[src/rtl/memory_bist.sv]
// March-style BIST controller (W0, R0W1, R1W0, R0) driving a single-port memory macro.
// Define BIST_FAIL_LOG_EN to capture the address and read data of the first mismatch of a run.
module memory_bist #(
    parameter int ADDR_BITS = 5,
    parameter int DATA_BITS = 8,
    parameter int ERR_BITS  = 8
) (
    input  logic                 clk,
    input  logic                 rst,
    input  logic                 start,
    input  logic [DATA_BITS-1:0] pattern,
    output logic                 busy,
    output logic                 done,
    output logic                 pass,
    output logic [ERR_BITS-1:0]  err_count,
    output logic [ADDR_BITS-1:0] fail_addr,
    output logic [DATA_BITS-1:0] fail_data,
    output logic                 mem_we,
    output logic                 mem_shift_enable,
    output logic [ADDR_BITS-1:0] mem_addr,
    output logic [DATA_BITS-1:0] mem_wdata,
    input  logic [DATA_BITS-1:0] mem_rdata
);

    typedef enum logic [2:0] {
        S_IDLE,
        S_W0,
        S_R0W1,
        S_R1W0,
        S_R0,
        S_DONE
    } state_t;

    localparam logic [ADDR_BITS-1:0] ADDR_LAST = '1;

    state_t               state_q;
    logic [ADDR_BITS-1:0] addr_q;
    logic                 wr_q;      // second (write) cycle of a two-cycle element
    logic [DATA_BITS-1:0] pat_q;
    logic [ERR_BITS-1:0]  err_q;
    logic                 done_q;

    logic                 rd_cycle;
    logic [DATA_BITS-1:0] exp_data;
    logic                 mismatch;
    logic                 start_acc;

    always_comb begin
        rd_cycle  = (state_q == S_R0) ||
                    (((state_q == S_R0W1) || (state_q == S_R1W0)) && !wr_q);
        exp_data  = (state_q == S_R1W0) ? ~pat_q : pat_q;
        mismatch  = rd_cycle && (mem_rdata != exp_data);
        start_acc = start && ((state_q == S_IDLE) || (state_q == S_DONE));
    end

    always_ff @(posedge clk or posedge rst) begin
        if (rst) begin
            state_q <= S_IDLE;
            addr_q  <= '0;
            wr_q    <= 1'b0;
            pat_q   <= '0;
            err_q   <= '0;
            done_q  <= 1'b0;
        end else begin
            if (mismatch && (err_q != '1)) begin
                err_q <= err_q + ERR_BITS'(1);
            end
            case (state_q)
                S_IDLE, S_DONE: begin
                    if (start) begin
                        pat_q   <= pattern;
                        err_q   <= '0;
                        done_q  <= 1'b0;
                        addr_q  <= '0;
                        wr_q    <= 1'b0;
                        state_q <= S_W0;
                    end
                end
                S_W0: begin
                    if (addr_q == ADDR_LAST) begin
                        addr_q  <= '0;
                        state_q <= S_R0W1;
                    end else begin
                        addr_q <= addr_q + ADDR_BITS'(1);
                    end
                end
                S_R0W1: begin
                    wr_q <= !wr_q;
                    if (wr_q) begin
                        if (addr_q == ADDR_LAST) begin
                            state_q <= S_R1W0;
                        end else begin
                            addr_q <= addr_q + ADDR_BITS'(1);
                        end
                    end
                end
                S_R1W0: begin
                    wr_q <= !wr_q;
                    if (wr_q) begin
                        if (addr_q == '0) begin
                            state_q <= S_R0;
                        end else begin
                            addr_q <= addr_q - ADDR_BITS'(1);
                        end
                    end
                end
                S_R0: begin
                    if (addr_q == ADDR_LAST) begin
                        addr_q  <= '0;
                        done_q  <= 1'b1;
                        state_q <= S_DONE;
                    end else begin
                        addr_q <= addr_q + ADDR_BITS'(1);
                    end
                end
                default: begin
                    state_q <= S_IDLE;
                    addr_q  <= '0;
                    wr_q    <= 1'b0;
                end
            endcase
        end
    end

`ifdef BIST_FAIL_LOG_EN
    logic [ADDR_BITS-1:0] faddr_q;
    logic [DATA_BITS-1:0] fdata_q;

    // err_q==0 identifies the first mismatch; saturation never returns it to zero
    always_ff @(posedge clk or posedge rst) begin
        if (rst) begin
            faddr_q <= '0;
            fdata_q <= '0;
        end else if (start_acc) begin
            faddr_q <= '0;
            fdata_q <= '0;
        end else if (mismatch && (err_q == '0)) begin
            faddr_q <= addr_q;
            fdata_q <= mem_rdata;
        end
    end

    assign fail_addr = faddr_q;
    assign fail_data = fdata_q;
`else
    assign fail_addr = '0;
    assign fail_data = '0;
`endif

    assign busy             = (state_q != S_IDLE) && (state_q != S_DONE);
    assign done             = done_q;
    assign pass             = done_q && (err_q == '0);
    assign err_count        = err_q;
    assign mem_shift_enable = 1'b0;
    assign mem_addr         = addr_q;
    assign mem_we           = (state_q == S_W0) ||
                              (((state_q == S_R0W1) || (state_q == S_R1W0)) && wr_q);
    assign mem_wdata        = ((state_q == S_R0W1) && wr_q) ? ~pat_q : pat_q;

endmodule

[config.mk]
export PLATFORM = sky130hd
export DESIGN_NAME = memory_bist
export DESIGN_NICKNAME = d
export VERILOG_FILES = /design/src/rtl/memory_bist.sv
export SDC_FILE = /design/constraint.sdc
export NUM_CORES = 1
export LEC_CHECK = 0
export CAP_MARGIN = 30
export CORE_ASPECT_RATIO = 0.6
export CORE_UTILIZATION = 45
export CTS_CLUSTER_DIAMETER = 120
export DETAILED_ROUTE_END_ITERATION = 12
export GPL_TIMING_DRIVEN = 0
export PLACE_DENSITY_LB_ADDON = 0.25
export SKIP_LAST_GASP = 1
export SLEW_MARGIN = 20
export SYNTH_ARGS = -nofsm -noshare
export SYNTH_HDL_FRONTEND = slang
export SYNTH_SLANG_ARGS = --single-unit
[constraint.sdc]
create_clock -name clk -period 2.35 [get_ports clk]
set_input_delay 0.47 -clock clk [delete_from_list [all_inputs] [get_ports clk]]
set_output_delay 0.47 -clock clk [all_outputs]
set_load 0.05 [all_outputs]
Figure 1. Nets reached from selected ports (run 1).
Bar = 20 um.
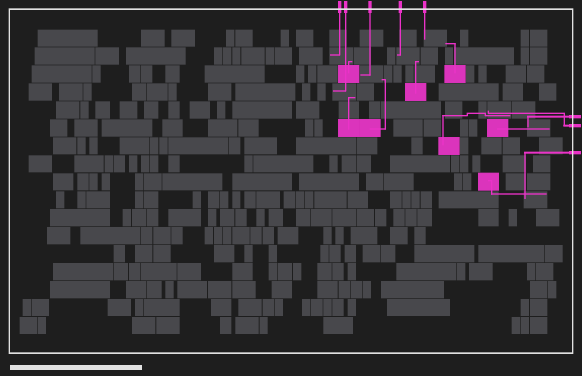
[magenta] mem_rdata | bits: 8 | direction: input | edge: 5 north, 3 east | end cells: 8 | buffers: 8 | wire: 143 um
I/O pin cnt: 58
port bufs: 43

Figure 2. Congestion heat map (run 1).
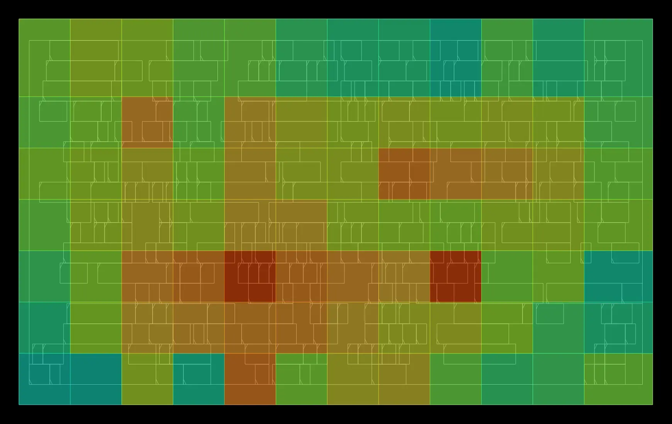
GRT Total Usage: 21.3%
Global Route met2 Usage: 30.8%
GR peak layer: met1
Finished Core Util: 65.1%

==> Changelog: implementation, run 1 <==
## Implementation

- Proportion of layout cells with a drive suffix above 1: 15.6%
- Die area: 4410 um2
- WL per Instance: 13.6 um
- CTS Buf Count: 3
- Final Setup Violations: 0
- Post-DP HPWL: 3590 um
- Final Cycle Share: 99.6%
- GR Overflow Total: 0
- Worst Setup SP: state_q[2]$_DFFE_PP0P_
- Synthesized area per cell: 8.14 um2
- Area leader, netlist: dfrtp_1
- Grt met3 use: 4.92%
- Clock skew: 0.00273 ns
- Status: completed
- Synth cell types: 48
- CP endpoint kind: output port
- Setup TNS: 0 ns
- Flip-flops with a built-in enable: 0
- Post-CTS Setup Bufs: 0
- Critical Path RT: 1.88 ns
- Final Max Tran Viols: 0
- Cell area after layout: 2480 um2
- Placed cell areas: 2450 um2
- Final worst path period need: 2.34 ns
- Initial DRT Pass Iterations: 5
- Global-route wire length before repair: 7220 um
- Initial drt markers: 174
- Yosys top cell by instances: nand2_1
- Chip width: 85.1 um
- Clk slew on worst S/H paths: 0.09 ns
- Top cells by area, synth: dfrtp_1 (35%), nand2_1 (9.7%), buf_4 (5.6%)
- Post-synth ARST share: 100%
- CP Class: flip-flop to output port
- Synth Seq Share: 34.9%
- Via count: 1784
- Drt total wl: 4540 um
- Ys flops: 26
- CTS tree: done
- P_sw: 1590 uW
- Met1 Use GR: 32.7%
- Area grow syn2layout: 32.9%
- Post-Syn Instances: 229
- Fin cells: 335
- Placer Congestion: 0.858
- WP data arrival: 1.87 ns
- Leakage: 0.00118 uW
- Crit Path Max Fanout: 8
- Worst Tran Pin Value: 0.555 ns
Figure 3. Sequential cells grouped by signal name (run 1).
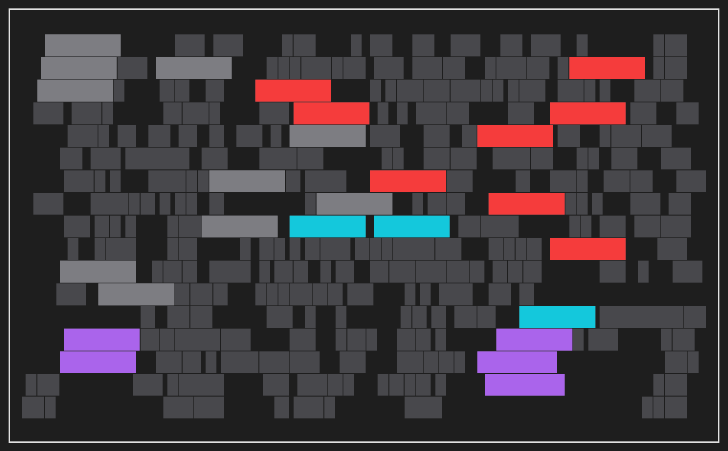
[red] pat_q | sequential cells: 8
[purple] mem_addr | sequential cells: 5
[cyan] state_q | sequential cells: 3
not coloured: 10
Flop area: 653 um2
Seq group: 780 uW
Seq/total area: 26.4%

Figure 4. Clock network drawn from the DEF (run 1).
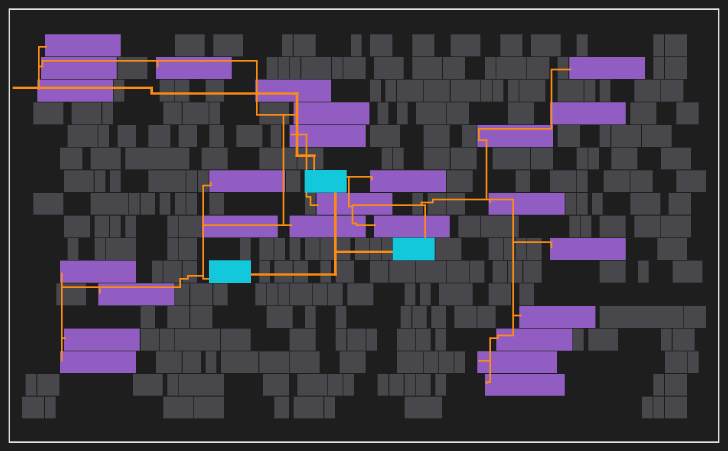
[orange] clock wires | length: 315 um
[cyan] clock-net drivers | count: 3
[purple] flip-flops | count: 26
flops lie: spread over the die
routed clock nets: 4
Clock power frac: 8.7%
Worst-Skew Late Latency: 0.27 ns

==> run 1: timing repair <==
item | in CTS | in global routing
cloned | 0 | 0
pin swaps | 1 | 0
setup endpoints to repair | 16 | 13
resized | 53 | 15
==> run 1: final cells by class <==
| cell class | count | area, um2 |
|---|---|---|
| inverters | 10 | 37.5 |
| multi-input cells | 182 | 1110 |
| well taps | 47 | 58.8 |
| plain buffers | 22 | 141 |
| fillers | 351 | 1330 |
| repair buffers | 44 | 433 |
| clock buffers | 4 | 45.0 |
| flip-flops and latches | 26 | 653 |
==> run 1: cells by family (layout without fill, tap and decap cells) <==
| logic type | after synthesis | after routing | synth area share, % |
|---|---|---|---|
| AOI/OAI and AO/OA | 50 | 50 | 18.4 |
| xor gates and xnor gates | 18 | 18 | 8.46 |
| adders and majority gates | 5 | 5 | 3.36 |
| buffers and inverters | 34 | 80 | 9.87 |
| DFF | 26 | 26 | 34.9 |
| muxes | 4 | 4 | 2.15 |
| other | 1 | 14 | 0.201 |
| and+or+nand+nor | 91 | 91 | 22.7 |
==> run 1: power by group through the flow <==
stage	combinational, uW	sequential [uW]	clock [uW]
after floorplan	1270	923	0
after global placement	1960	762	0
after detailed placement	1990	765	0
after CTS	1930	759	266
after global routing	2110	808	282
final	1960	780	260
==> run 1: layer usage <==
layer | share of wire [%] | wire length [um]
met5 | 0 | 0
met4 | 0.55 | 25
met3 | 7.9 | 361
met2 | 40 | 1820
met1 | 51 | 2340
==> run 1: cells in the final DEF, fill, tap and decap left out, types with 3 or more instances in the layout <==
master and count:
a21oi_1 12, and3_1 6, buf_4 23, clkbuf_1 6
clkbuf_8 3, clkdlybuf4s50_1 32, conb_1 14, dfrtp_1 24
ha_1 4, inv_1 8, mux2i_1 4, nand2_1 47
nand3_1 6, nand4_1 3, nor2_1 13, o21ai_0 11
xnor2_1 7, xor2_1 11
==> run 1: registers in the layout, summed over array words and instances (netlist names) <==
signal,count
done,1
err_count,8
mem_addr,5
pat_q,8
state_q,3
wr_q,1
==> run 1: path summary, 6_finish.rpt <==
path | endpoint | slack (ns) | cells past startpoint
setup / recovery | mem_wdata[2] | 0.009 | 5
max in group asynchronous | done$_DFFE_PP0P_ | 1.43 | 3
hold reg to reg | err_count[5]$_DFF_PP0_ | 0.55 | 1
min in group clk | err_count[5]$_DFF_PP0_ | 0.55 | 1
setup reg to reg | mem_addr[3]$_DFFE_PP0P_ | 0.10 | 7
hold / removal | pat_q[0]$_DFFE_PP0P_ | 0.49 | 2
==> run 1: critical path: stages (launching register included) <==
cell and delay (ns):
dfrtp_1 0.44, nand2b_2 0.27, nor3b_1 0.24, buf_4 0.23, xor2_1 0.19, buf_4 0.22
==> run 1: metrics by stage <==
step,worst slack (ns),hold WS [ns],total power (uW)
after floorplan,0.0280,0.506,2190
after global placement,-0.291,0.522,2720
after detailed placement,-0.300,0.530,2760
after CTS,-0.0204,0.501,2950
after global routing,-0.0811,0.532,3200
final,0.00900,0.492,3000
==> run 1 -> run 2 <==
--- a/config.mk
+++ b/config.mk
@@ -5,6 +5,7 @@
 export SDC_FILE = /design/constraint.sdc
 export NUM_CORES = 1
 export LEC_CHECK = 0
+export ABC_CLOCK_PERIOD_IN_PS = 2350
 export CAP_MARGIN = 30
 export CORE_ASPECT_RATIO = 0.6
 export CORE_UTILIZATION = 45
Figure 5. M1 wires (run 2).
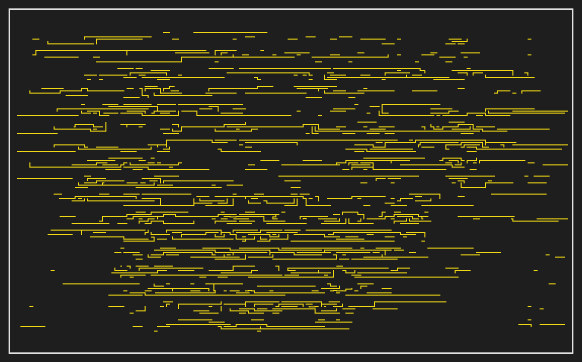
share of all routed wire: 51%
longest straight run: 25.8 um
main direction: horizontal
via count: 1784
met1 Use GR: 32.7%
drt total wl: 4540 um

==> run 2 against run 1 <==
Compared with the run above:
- largest cell class unchanged
- setup slack did not move
- highest routed layer unchanged
- critical path depth is the same
- total power stayed put
- critical endpoint unchanged
- clock skew unchanged
- non-clock buffer count unchanged
- largest power group unchanged
- sequential cell count unchanged
- routed wire length is the same
- maximum frequency unchanged
- sequential power is essentially flat
==> Changelog: implementation, run 2 <==
## Implementation

- Clk slew on worst S/H paths: 0.09 ns (about the same)
- CP Class: flip-flop to output port (unchanged)
- Status: completed (unchanged)
- Final Setup Violations: 0 (unchanged)
- Placer Congestion: 0.858 (unchanged)
- Clock skew: 0.00273 ns (unchanged)
- Leakage: 0.00118 uW (unchanged)
- Global Route met2 Usage: 30.8% (unchanged)
- Crit Path Max Fanout: 8 (unchanged)
- Most frequent logic cell in the layout: nand2_1 (unchanged)
- Crit path cell chain: nand2b_2 > nor3b_1 > buf_4 > xor2_1 > buf_4 (unchanged)
- Synth Seq Share: 34.9% (unchanged)
- I/O pin cnt: 58 (unchanged)
- Initial drt markers: 174 (unchanged)
- Post-DP HPWL: 3590 um (unchanged)
- Largest stage delay on the critical path: 0.44 ns (about the same)
- Die area: 4410 um2 (unchanged)
- Post-CTS Setup Bufs: 0 (unchanged)
- Fin cells: 335 (unchanged)
- Chip width: 85.1 um (unchanged)
- Most frequent cells in the layout: nand2_1 (47), clkdlybuf4s50_1 (32), dfrtp_1 (24) (unchanged)
- Final worst path period need: 2.34 ns (unchanged)
- Crit path buffers/inverters: 2 (unchanged)
- Fillers: 351 (unchanged)
- Global-route wire length before repair: 7220 um (unchanged)
- Area leader, netlist: dfrtp_1 (unchanged)
- Critical path's most frequent cell: buf_4 (unchanged)
- Area grow syn2layout: 32.9% (unchanged)
- Final Max Tran Viols: 0 (unchanged)
- WP data arrival: 1.87 ns (about the same)
- Ys flops: 26 (unchanged)
Figure 6. Nets reached from selected ports (run 2).
Bar = 20 um.
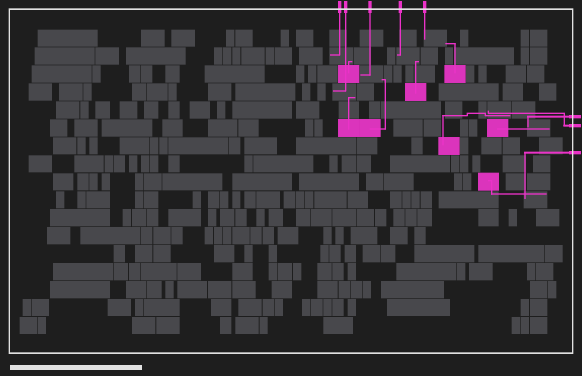
[magenta] mem_rdata | bits: 8 | direction: input | edge: 5 north, 3 east | end cells: 8 | buffers: 8 | wire: 143 um

run 2: power breakdown:
part	internal, uW	leakage, uW	switching, uW
logic	691	0.000830	1270
clock network	121	0.0000228	138
registers	597	0.000331	183
run 2: path summary, 6_finish.rpt:
check / from / end / slack [ns] / cells after the start
max: state_q[2]$_DFFE_PP0P_ / mem_wdata[2] / 0.009 / 5
min: rst / pat_q[0]$_DFFE_PP0P_ / 0.49 / 2
max reg2reg: mem_addr[0]$_DFFE_PP0P_ / mem_addr[3]$_DFFE_PP0P_ / 0.10 / 7
min reg2reg: err_count[5]$_DFF_PP0_ / err_count[5]$_DFF_PP0_ / 0.55 / 1
max in group asynchronous: rst / done$_DFFE_PP0P_ / 1.43 / 3
min in group clk: err_count[5]$_DFF_PP0_ / err_count[5]$_DFF_PP0_ / 0.55 / 1
run 2: area by class of cell:
class	instances	area, um2	share of cell area (%)
plain buffers	22	141	5.71
flip-flops and latches	26	653	26.4
inverters	10	37.5	1.52
multi-input cells	182	1110	44.7
well taps	47	58.8	2.37
clock buffers	4	45.0	1.82
repair buffers	44	433	17.5
run 2: worst register-to-register path, delay by kind of cell, from the launching register on:
family | cells | cell delay (ns)
adder cells (fa/ha/maj) | 2 | 0.48
flip-flops | 1 | 0.46
AND-OR/OR-AND | 4 | 1.06
AND/OR/NAND/NOR | 1 | 0.19
run 2: logic make-up after synthesis:
group           Yosys count  share of synthesized area (%)
simple gates             91                           22.7
compound gates           50                           18.4
buf+inv                  34                           9.87
flops                    26                           34.9
xor+xnor                 18                           8.46
fa+ha+maj                 5                           3.36
mux                       4                           2.15
other cells               1                          0.201
run 2: per-stage QoR:
step | utilization (%) | area (um2) | setup WS (ns) | total power, uW | hold slack [ns]
4_1_cts | 64.6 | 2460 | -0.0204 | 2950 | 0.501
5_1_grt | 65.1 | 2480 | -0.0811 | 3200 | 0.532
3_5_place_dp | 64.3 | 2450 | -0.300 | 2760 | 0.530
6_report | 65.1 | 2480 | 0.00900 | 3000 | 0.492
3_3_place_gp | 63.6 | 2420 | -0.291 | 2720 | 0.522
2_1_floorplan | - | 1930 | 0.0280 | 2190 | 0.506
run 2: repair_timing:
action / 4_1_cts / 5_1_grt
gates resized: 53 / 15
endpoints found under the setup margin: 16 / 13
pin swaps: 1 / 0
run 2: routing by layer:
metal	part of all wire (%)	vias up	routed length, um
li1	-	879	-
met5	0	-	0
met2	40	72	1820
met1	51	826	2340
met3	7.9	7	361
met4	0.55	0	25
Power is estimated from default activity; no workload was simulated.
